## src/rtl/bg_mem_writer_pkg.sv

```systemverilog
// rtl/bg_mem_writer_pkg.sv - shared types, image constants and nibble ordering for the background writer
package bg_pkg;

    localparam int IMG_W_DEF  = 320;
    localparam int IMG_H_DEF  = 240;
    localparam int ADDR_W_DEF = 16;

    localparam int NPIX   = IMG_W_DEF * IMG_H_DEF;
    localparam int NBYTES = NPIX / 2;

    // Even pixel lands in bits [7:4]; the reader picks [3:0] when address bit 0 is set
    localparam bit HI_NIBBLE_EVEN = 1'b1;

    typedef enum logic [1:0] {
        IDLE   = 2'd0,
        STREAM = 2'd1,
        FILL   = 2'd2,
        DONE   = 2'd3
    } bg_wr_state_t;

    function automatic logic [7:0] pack_pair(input logic [3:0] first_px, input logic [3:0] second_px);
        return HI_NIBBLE_EVEN ? {first_px, second_px} : {second_px, first_px};
    endfunction

endpackage

```

## src/rtl/bg_mem_writer_if.sv

```systemverilog
// rtl/bg_mem_writer_if.sv - pixel stream, fill control and memory port A bundle of the background writer
interface bg_mem_writer_if
    import bg_pkg::*;
#(
    parameter int ADDR_W = ADDR_W_DEF
) ();

    logic              start;
    logic              px_valid;
    logic              px_ready;
    logic [3:0]        px_data;
    logic              fill_req;
    logic [3:0]        fill_idx;
    logic              busy;
    logic              done;
    logic              mem_we;
    logic [ADDR_W-1:0] mem_addr;
    logic [7:0]        mem_din;

    modport master (
        output start, px_valid, px_data, fill_req, fill_idx,
        input  px_ready, busy, done, mem_we, mem_addr, mem_din
    );

    modport slave (
        input  start, px_valid, px_data, fill_req, fill_idx,
        output px_ready, busy, done, mem_we, mem_addr, mem_din
    );

endinterface

```

## src/rtl/bg_mem_writer_packer.sv

```systemverilog
// rtl/bg_mem_writer_packer.sv - bg_nibble_packer: pairs 4-bit pixels into registered bytes
module bg_nibble_packer
    import bg_pkg::*;
(
    input  logic       clk,
    input  logic       rst,
    input  logic       clr_i,
    input  logic       nib_valid_i,
    input  logic [3:0] nib_data_i,
    input  logic       fill_valid_i,
    input  logic [7:0] fill_byte_i,
    output logic [7:0] byte_o,
    output logic       byte_valid_o
);

    logic [3:0] hi_q, hi_d;
    logic       odd_q, odd_d;
    logic [7:0] byte_q, byte_d;
    logic       valid_q, valid_d;

    // Clear drops any half-built byte; a fill byte bypasses pairing; otherwise absorb one nibble
    always_comb begin
        hi_d    = hi_q;
        odd_d   = odd_q;
        byte_d  = byte_q;
        valid_d = 1'b0;
        if (clr_i) begin
            hi_d  = 4'h0;
            odd_d = 1'b0;
        end else if (fill_valid_i) begin
            byte_d  = fill_byte_i;
            valid_d = 1'b1;
        end else if (nib_valid_i) begin
            if (!odd_q) begin
                hi_d  = nib_data_i;
                odd_d = 1'b1;
            end else begin
                byte_d  = pack_pair(hi_q, nib_data_i);
                valid_d = 1'b1;
                odd_d   = 1'b0;
            end
        end
    end

    // Phase, pending nibble and output byte registers
    always_ff @(posedge clk or posedge rst) begin
        if (rst) begin
            hi_q    <= 4'h0;
            odd_q   <= 1'b0;
            byte_q  <= 8'h00;
            valid_q <= 1'b0;
        end else begin
            hi_q    <= hi_d;
            odd_q   <= odd_d;
            byte_q  <= byte_d;
            valid_q <= valid_d;
        end
    end

    assign byte_o       = byte_q;
    assign byte_valid_o = valid_q;

endmodule

```

## src/rtl/bg_mem_writer.sv

```systemverilog
// rtl/bg_mem_writer.sv - packs a raster nibble stream (or a solid fill, BG_WRITER_FILL_EN) into background memory port A
module bg_mem_writer
    import bg_pkg::*;
#(
    parameter int IMG_W  = IMG_W_DEF,
    parameter int IMG_H  = IMG_H_DEF,
    parameter int ADDR_W = ADDR_W_DEF
) (
    input logic            clk,
    input logic            rst,
    bg_mem_writer_if.slave bus
);

    localparam int NPIX_L   = IMG_W * IMG_H;
    localparam int NBYTES_L = NPIX_L / 2;
    localparam int CNT_W    = $clog2(NPIX_L);

    localparam logic [CNT_W-1:0] LAST_PIX  = CNT_W'(NPIX_L - 1);
    localparam logic [CNT_W-1:0] LAST_BYTE = CNT_W'(NBYTES_L - 1);

    bg_wr_state_t state_q, state_d;

    // Pixel index while streaming, byte index while filling
    logic [CNT_W-1:0]  cnt_q, cnt_d;
    logic [ADDR_W-1:0] addr_q, addr_d;
    logic              px_ready_q, px_ready_d;
    logic              busy_q, busy_d;
    logic              done_q, done_d;

    logic              hs;
    logic              pk_clr;
    logic              pk_fill;
    logic [7:0]        pk_fill_byte;
    logic [7:0]        pk_byte;
    logic              pk_valid;

`ifdef BG_WRITER_FILL_EN
    logic [3:0] fill_nib_q, fill_nib_d;
    assign pk_fill_byte = {fill_nib_q, fill_nib_q};
`else
    logic unused_fill;
    assign unused_fill  = ^{bus.fill_req, bus.fill_idx};
    assign pk_fill_byte = 8'h00;
`endif

    // A pixel transfer that coincides with start belongs to the aborted frame and is dropped
    assign hs = (state_q == STREAM) && px_ready_q && bus.px_valid && !bus.start;

    // State register
    always_ff @(posedge clk or posedge rst) begin
        if (rst) begin
            state_q <= IDLE;
        end else begin
            state_q <= state_d;
        end
    end

    // Next-state decode; start outranks fill_req in IDLE
    always_comb begin
        state_d = state_q;
        case (state_q)
            IDLE: begin
                if (bus.start) begin
                    state_d = STREAM;
                end
`ifdef BG_WRITER_FILL_EN
                else if (bus.fill_req) begin
                    state_d = FILL;
                end
`endif
            end
            STREAM: begin
                if (bus.start) begin
                    state_d = STREAM;
                end else if (hs && (cnt_q == LAST_PIX)) begin
                    state_d = DONE;
                end
            end
`ifdef BG_WRITER_FILL_EN
            FILL: begin
                if (cnt_q == LAST_BYTE) begin
                    state_d = DONE;
                end
            end
`endif
            DONE:    state_d = IDLE;
            default: state_d = IDLE;
        endcase
    end

    // Output and datapath next values; busy covers the last write cycle, done follows it
    always_comb begin
        cnt_d      = cnt_q;
        addr_d     = addr_q;
        pk_clr     = 1'b0;
        pk_fill    = 1'b0;
        px_ready_d = (state_d == STREAM);
        busy_d     = (state_d != IDLE);
        done_d     = (state_q == DONE);
`ifdef BG_WRITER_FILL_EN
        fill_nib_d = fill_nib_q;
`endif
        case (state_q)
            IDLE: begin
                if (bus.start) begin
                    cnt_d  = '0;
                    pk_clr = 1'b1;
                end
`ifdef BG_WRITER_FILL_EN
                else if (bus.fill_req) begin
                    cnt_d      = '0;
                    fill_nib_d = bus.fill_idx;
                end
`endif
            end
            STREAM: begin
                if (bus.start) begin
                    cnt_d  = '0;
                    pk_clr = 1'b1;
                end else if (hs) begin
                    if (cnt_q[0]) begin
                        addr_d = ADDR_W'(cnt_q >> 1);
                    end
                    if (cnt_q != LAST_PIX) begin
                        cnt_d = cnt_q + 1'b1;
                    end
                end
            end
`ifdef BG_WRITER_FILL_EN
            FILL: begin
                pk_fill = 1'b1;
                addr_d  = ADDR_W'(cnt_q);
                if (cnt_q != LAST_BYTE) begin
                    cnt_d = cnt_q + 1'b1;
                end
            end
`endif
            default: begin
            end
        endcase
    end

    // Counter, address and status registers
    always_ff @(posedge clk or posedge rst) begin
        if (rst) begin
            cnt_q      <= '0;
            addr_q     <= '0;
            px_ready_q <= 1'b0;
            busy_q     <= 1'b0;
            done_q     <= 1'b0;
`ifdef BG_WRITER_FILL_EN
            fill_nib_q <= 4'h0;
`endif
        end else begin
            cnt_q      <= cnt_d;
            addr_q     <= addr_d;
            px_ready_q <= px_ready_d;
            busy_q     <= busy_d;
            done_q     <= done_d;
`ifdef BG_WRITER_FILL_EN
            fill_nib_q <= fill_nib_d;
`endif
        end
    end

    bg_nibble_packer u_packer (
        .clk          (clk),
        .rst          (rst),
        .clr_i        (pk_clr),
        .nib_valid_i  (hs),
        .nib_data_i   (bus.px_data),
        .fill_valid_i (pk_fill),
        .fill_byte_i  (pk_fill_byte),
        .byte_o       (pk_byte),
        .byte_valid_o (pk_valid)
    );

    assign bus.px_ready = px_ready_q;
    assign bus.busy     = busy_q;
    assign bus.done     = done_q;
    assign bus.mem_we   = pk_valid;
    assign bus.mem_addr = addr_q;
    assign bus.mem_din  = pk_byte;

endmodule
```

## src/flat_wrapper.sv

```systemverilog
// flat-port wrapper written by rule: the top's interface ports become plain ports
module bg_mem_writer_flat import bg_pkg::*;
#(
    parameter int IMG_W  = IMG_W_DEF,
    parameter int IMG_H  = IMG_H_DEF,
    parameter int ADDR_W = ADDR_W_DEF
)
  (clk, rst, bus_start, bus_px_valid, bus_px_data, bus_fill_req, bus_fill_idx, bus_px_ready, bus_busy, bus_done, bus_mem_we, bus_mem_addr, bus_mem_din);
  bg_mem_writer_if #(.ADDR_W(ADDR_W)) bus_i ();
  input logic clk;
  input logic rst;
  input wire logic [$bits(bus_i.start)-1:0] bus_start;
  input wire logic [$bits(bus_i.px_valid)-1:0] bus_px_valid;
  input wire logic [$bits(bus_i.px_data)-1:0] bus_px_data;
  input wire logic [$bits(bus_i.fill_req)-1:0] bus_fill_req;
  input wire logic [$bits(bus_i.fill_idx)-1:0] bus_fill_idx;
  output wire logic [$bits(bus_i.px_ready)-1:0] bus_px_ready;
  output wire logic [$bits(bus_i.busy)-1:0] bus_busy;
  output wire logic [$bits(bus_i.done)-1:0] bus_done;
  output wire logic [$bits(bus_i.mem_we)-1:0] bus_mem_we;
  output wire logic [$bits(bus_i.mem_addr)-1:0] bus_mem_addr;
  output wire logic [$bits(bus_i.mem_din)-1:0] bus_mem_din;
  assign bus_i.start = bus_start;
  assign bus_i.px_valid = bus_px_valid;
  assign bus_i.px_data = bus_px_data;
  assign bus_i.fill_req = bus_fill_req;
  assign bus_i.fill_idx = bus_fill_idx;
  assign bus_px_ready = bus_i.px_ready;
  assign bus_busy = bus_i.busy;
  assign bus_done = bus_i.done;
  assign bus_mem_we = bus_i.mem_we;
  assign bus_mem_addr = bus_i.mem_addr;
  assign bus_mem_din = bus_i.mem_din;
  bg_mem_writer #(.IMG_W(IMG_W), .IMG_H(IMG_H), .ADDR_W(ADDR_W)) u_core (.clk(clk), .rst(rst), .bus(bus_i));
endmodule
```

## config.mk

```make
export PLATFORM = sky130hd
export DESIGN_NAME = bg_mem_writer_flat
export DESIGN_NICKNAME = d
export VERILOG_FILES = /design/src/rtl/bg_mem_writer_pkg.sv /design/src/rtl/bg_mem_writer_if.sv /design/src/rtl/bg_mem_writer_packer.sv /design/src/rtl/bg_mem_writer.sv /design/src/flat_wrapper.sv
export SDC_FILE = /design/constraint.sdc
export NUM_CORES = 1
export LEC_CHECK = 0
export CORE_MARGIN = 2
export CORE_UTILIZATION = 50
export DETAILED_ROUTE_END_ITERATION = 7
export GPL_ROUTABILITY_DRIVEN = 0
export PLACE_DENSITY_LB_ADDON = 0.15
export SETUP_SLACK_MARGIN = 0.15
export SLEW_MARGIN = 20
export SYNTH_ARGS = -nofsm -noshare
export SYNTH_HDL_FRONTEND = slang
export SYNTH_SLANG_ARGS = --single-unit
```

## constraint.sdc

```tcl
create_clock -name clk -period 6.3 [get_ports clk]
set_input_delay 1.89 -clock clk [delete_from_list [all_inputs] [get_ports clk]]
set_output_delay 1.89 -clock clk [all_outputs]
set_load 0.05 [all_outputs]
```

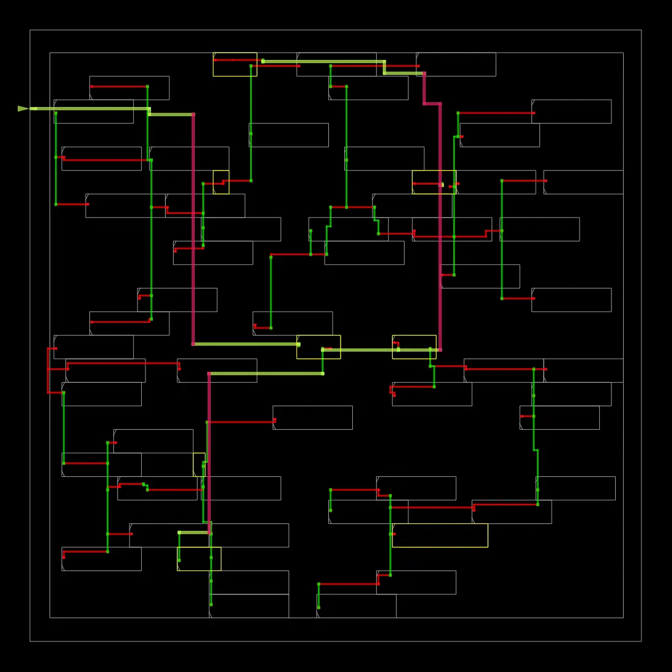
Run 1: clock nets
sequential cells: 52
Clock Skew: 0.00907 ns

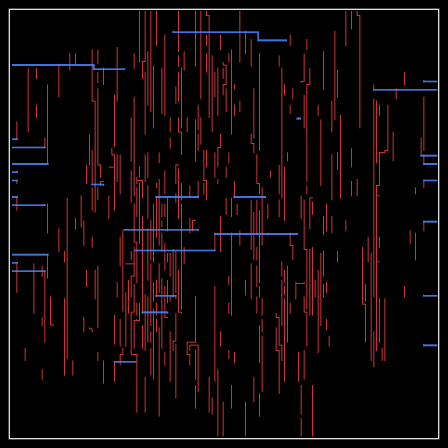
Run 1: routed metal, one colour a layer
Only two layers are drawn.
- met2: red (wire length 1890 um)
- met3: blue (wire length 159 um)
global routing usage summed across all routing layers: 18.7%
Routed WL per cell: 15.0 um
Routed WL: 4110 um

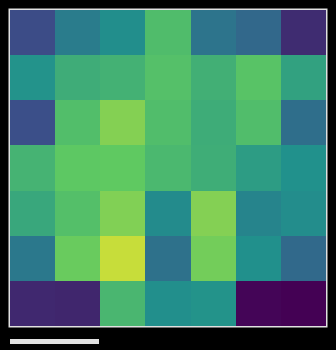
Run 1: local utilization
The bar under the picture is 20 um long. 7 x 7 tiles, from dark purple (low) to yellow (high), 0 to 100% covered.
- fullest tile: 92%
- mean over tiles: 53%
- emptiest ninth of the die: lower right
- nearly empty tiles: 4.1%

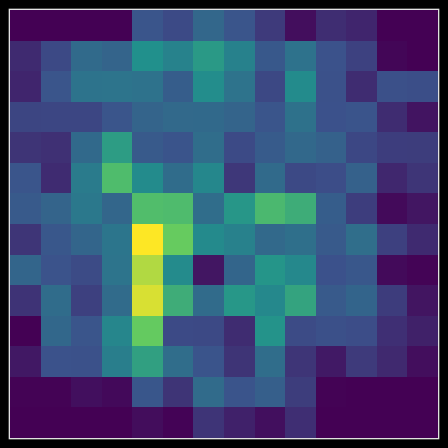
Run 1: wire density map
14 x 14 tiles, from dark purple (low) to yellow (high), scaled to the fullest tile. Values are wire area over tile area, all layers added.
- fullest tile: 0.49
- emptiest ninth of the die: lower right
- densest ninth of the die: centre
- nearly empty tiles: 13%
- tiles over half the peak: 9.7%
- mean over tiles: 0.13
Via Count: 1525

run 1: power groups by stage:
stage               combinational, W  sequential, W  clock (W)
global route                0.000140       0.000369   0.000243
global placement            0.000131       0.000371          0
floorplan                  0.0000340       0.000425          0
detailed placement          0.000134       0.000372          0
CTS                         0.000134       0.000365   0.000233
finish                      0.000132       0.000365   0.000225
run 1: sequential cells by signal, indices dropped and copies added, names as in the netlist:
signal / flops
u_core.bus.busy: 1
u_core.bus.done: 1
u_core.bus.mem_addr: 16
u_core.bus.px_ready: 1
u_core.cnt_q: 17
u_core.state_q: 2
u_core.u_packer.byte_o: 8
u_core.u_packer.byte_valid_o: 1
u_core.u_packer.hi_q: 4
u_core.u_packer.odd_q: 1
==> metrics.cfg, run 1 <==
[worst_hold_path]
hold_path_depth=1
min-delay-start=u_core.bus.mem_addr[7]

[global_routing]
global_route.usage.met2_pct=27.4
grt_first_pass_wirelength_um=7310
gr-usage-met3_pct=4.84
gr-max-usage-layer=met2
grt_remaining_overflow=0
grt_max_degree=53
number_of_antenna_violations_at_the_first_check_in_global_routing=0

[final_timing]
hold_violations=0
whs_ns=0.508
period_minus_slack_ns=3.82
worst-slew-pin-transition_ns=1.11
timing.setup.tns_ns=0

[setup_path]
worstReg2RegEnd=u_core.cnt_q[11]
cp_num_cells=6
worstPathMaxFanout=9
rr_startpoint=u_core.state_q[1]
timing.critical_path.arrival_ns=3.98

[flow_run]
max_cap_viol_count=0

[synth]
synth.largest_area_cell=dfrtp_1
fa_ha_area_share_pct=0.564
topCellsByArea=dfrtp_1 (59%), mux2_2 (12%), nand2_1 (3.0%)
unique_cell_type_count_in_the_yosys_netlist=39
post_synth_ao_oa_area_fraction_pct=7.78
count_of_flip_flops_with_a_built_in_enable_after_synthesis=0
synth.cells.most_frequent=dfrtp_1 (52), mux2_2 (24), nand2_1 (18)
yosys-dominant-comb-family=simple AND/OR/NAND/NOR gates
syn-instance-count=184

[cts]
cts.sinks=52
tritoncts=yes
resized_gates_after_cts=0

[finish]
layoutNonFillerInstCount=274
ff_latch_area_um2=1300
final_design_area_no_fill_um2=2720
mostFrequentLayoutCell=dfrtp_1
num-nonclk-inverters=2

[floorplanning]
pin_count=41
die_h_um=70.6
rows=24

[placement]
pre_cts_slack_ns=2.16

[status]
status=completed

[power]
clkPwrFrac_pct=31.1
power.static_leakage_nw=1.22
vdd.ir_drop.worst_mv=0.180
pwr_density_cell_nw_per_um2=266

[route]
drt-met1-wl_um=1990
met2_wirelength_um=1890
met3RoutedLength_um=158

--- run 2 (diff from run 1) ---
Settings changed: CORE_UTILIZATION 50 to 46.
Clock period 6.3 ns to 3.3 ns, I/O delays scaled along.
==> run 2 against run 1 <==
  * Clock-buffer cell count unchanged
  * Combinational power grew 94%
  * Clock skew fell by 0.0037 ns
  * Synthesized cell count stayed put
  * Total power is 84% higher
  * Via count is 1.9% higher
  * Global-route usage shrank 0.80 points
  * Sequential share of layout area fell by 0.67 points
  * Clock power increased by 65%
  * Largest power group unchanged
  * Highest routed layer unchanged
==> metrics.cfg, run 2 <==
[status]
status=completed

[synth]
fa_ha_area_share_pct=0.564  ; unchanged
unique_cell_type_count_in_the_yosys_netlist=39  ; unchanged
syn-instance-count=184  ; unchanged
synth.cells.most_frequent=dfrtp_1 (52), mux2_2 (24), nand2_1 (18)
synth.largest_area_cell=dfrtp_1
topCellsByArea=dfrtp_1 (59%), mux2_2 (12%), nand2_1 (3.0%)
post_synth_ao_oa_area_fraction_pct=7.78  ; unchanged
count_of_flip_flops_with_a_built_in_enable_after_synthesis=0  ; unchanged
yosys-dominant-comb-family=simple AND/OR/NAND/NOR gates

[global_routing]
grt_first_pass_wirelength_um=7370  ; +0.75%
global_route.usage.met2_pct=29.0  ; +1.6 points
gr-max-usage-layer=met2
grt_remaining_overflow=0  ; unchanged
grt_max_degree=53  ; unchanged
number_of_antenna_violations_at_the_first_check_in_global_routing=0  ; unchanged

[setup_path]
timing.critical_path.arrival_ns=2.98  ; -1.00 ns
worstReg2RegEnd=u_core.cnt_q[11]
rrSetupSlack_ns=1.12
rr_startpoint=u_core.state_q[1]
worstPathMaxFanout=9  ; unchanged

[route]
postRouteWirelength_um=4370  ; +6.2%
met3RoutedLength_um=171  ; +8.2%
drt-met1-wl_um=1920  ; -3.7%
detailroute.via_count=1554  ; +1.9%
met2_wirelength_um=2220  ; +18%

[finish]
largest_register_ff_count=17  ; unchanged
layoutNonFillerInstCount=283  ; +3.3%
final_design_area_no_fill_um2=2760  ; +1.4%
mostFrequentLayoutCell=dfrtp_1
mostFrequentLayoutCells=dfrtp_1 (52), clkdlybuf4s50_1 (35), mux2_2 (24), nand2_1 (18), nor2_1 (17)

[floorplanning]
rows=25  ; +4.2%
die_h_um=73.5  ; +4.0%

[final_timing]
worst-slew-pin-transition_ns=0.680  ; -0.427 ns
whs_ns=0.509  ; +0.000947 ns
finClkSkew_ns=0.00541  ; -0.00367 ns
period_minus_slack_ns=2.79
timing.setup.tns_ns=0  ; unchanged

[cts]
ctsHoldBuffers=0
cts.sinks=52  ; unchanged

[power]
top_power_group=sequential cells
pwr_density_cell_nw_per_um2=481  ; +81%
power.clock.total_w=0.000371  ; +65%
comb_power_w=0.000256  ; +94%
power.static_leakage_nw=1.25  ; +2.4%
pwr.group.sequential_w=0.000698  ; +91%

[worst_hold_path]
min-delay-start=u_core.bus.mem_addr[5]
hold_path_depth=1  ; unchanged

[flow_run]
max_cap_viol_count=0  ; unchanged

## run 2: cell types whose count changed in the layout (fill, tap and decap cells not counted)
cell / change
bufinv_16: -1
clkbuf_1: -1
inv_2: +1
buf_4: +7
clkbuf_8: +1
## run 2: worst max-delay path: cells and delay by family
family                 cells  cell delay (ns)
AND/OR/NAND/NOR            3             1.10
buffers and inverters      1             0.43
AND-OR/OR-AND              1             0.26
XOR/XNOR                   1             0.19
## run 2: layout make-up
class | instances | area (um2)
Fill cell | 412 | 1940
Inverter | 2 | 7.51
Multi-Input combinational cell | 125 | 883
Clock buffer | 6 | 82.6
Timing Repair Buffer | 42 | 403
Clock inverter | 2 | 10.0
Tap cell | 54 | 67.6
Sequential cell | 52 | 1300
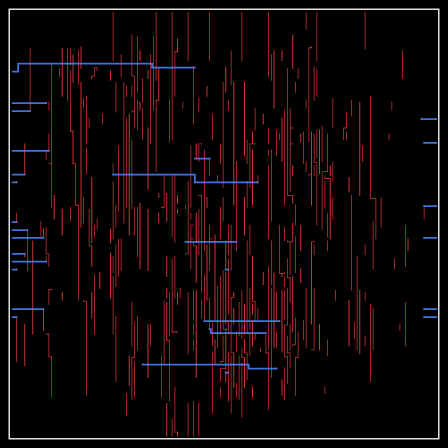
Run 2: routed metal, one colour a layer
Only two layers are drawn.
- met2: red (wire length 2220 um)
- met3: blue (wire length 172 um)

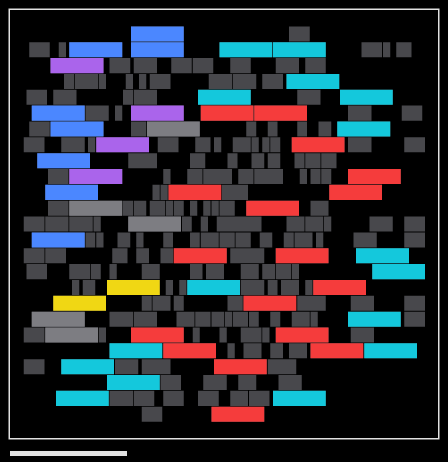
Run 2: sequential cells grouped by signal name
The bar under the picture is 20 um long. Other sequential cells in the stronger grey, the rest of the logic in the fainter grey.
- u_core.cnt_q: red (sequential cells 17)
- u_core.u_packer.byte_o: blue (sequential cells 8)
- u_core.u_packer.hi_q: purple (sequential cells 4; where upper left)
- u_core.state_q: yellow (sequential cells 2)
- u_core.bus.mem_addr: cyan (sequential cells 16; where spread over the die)
- not coloured: 5

Power and IR drop assume default switching activity.
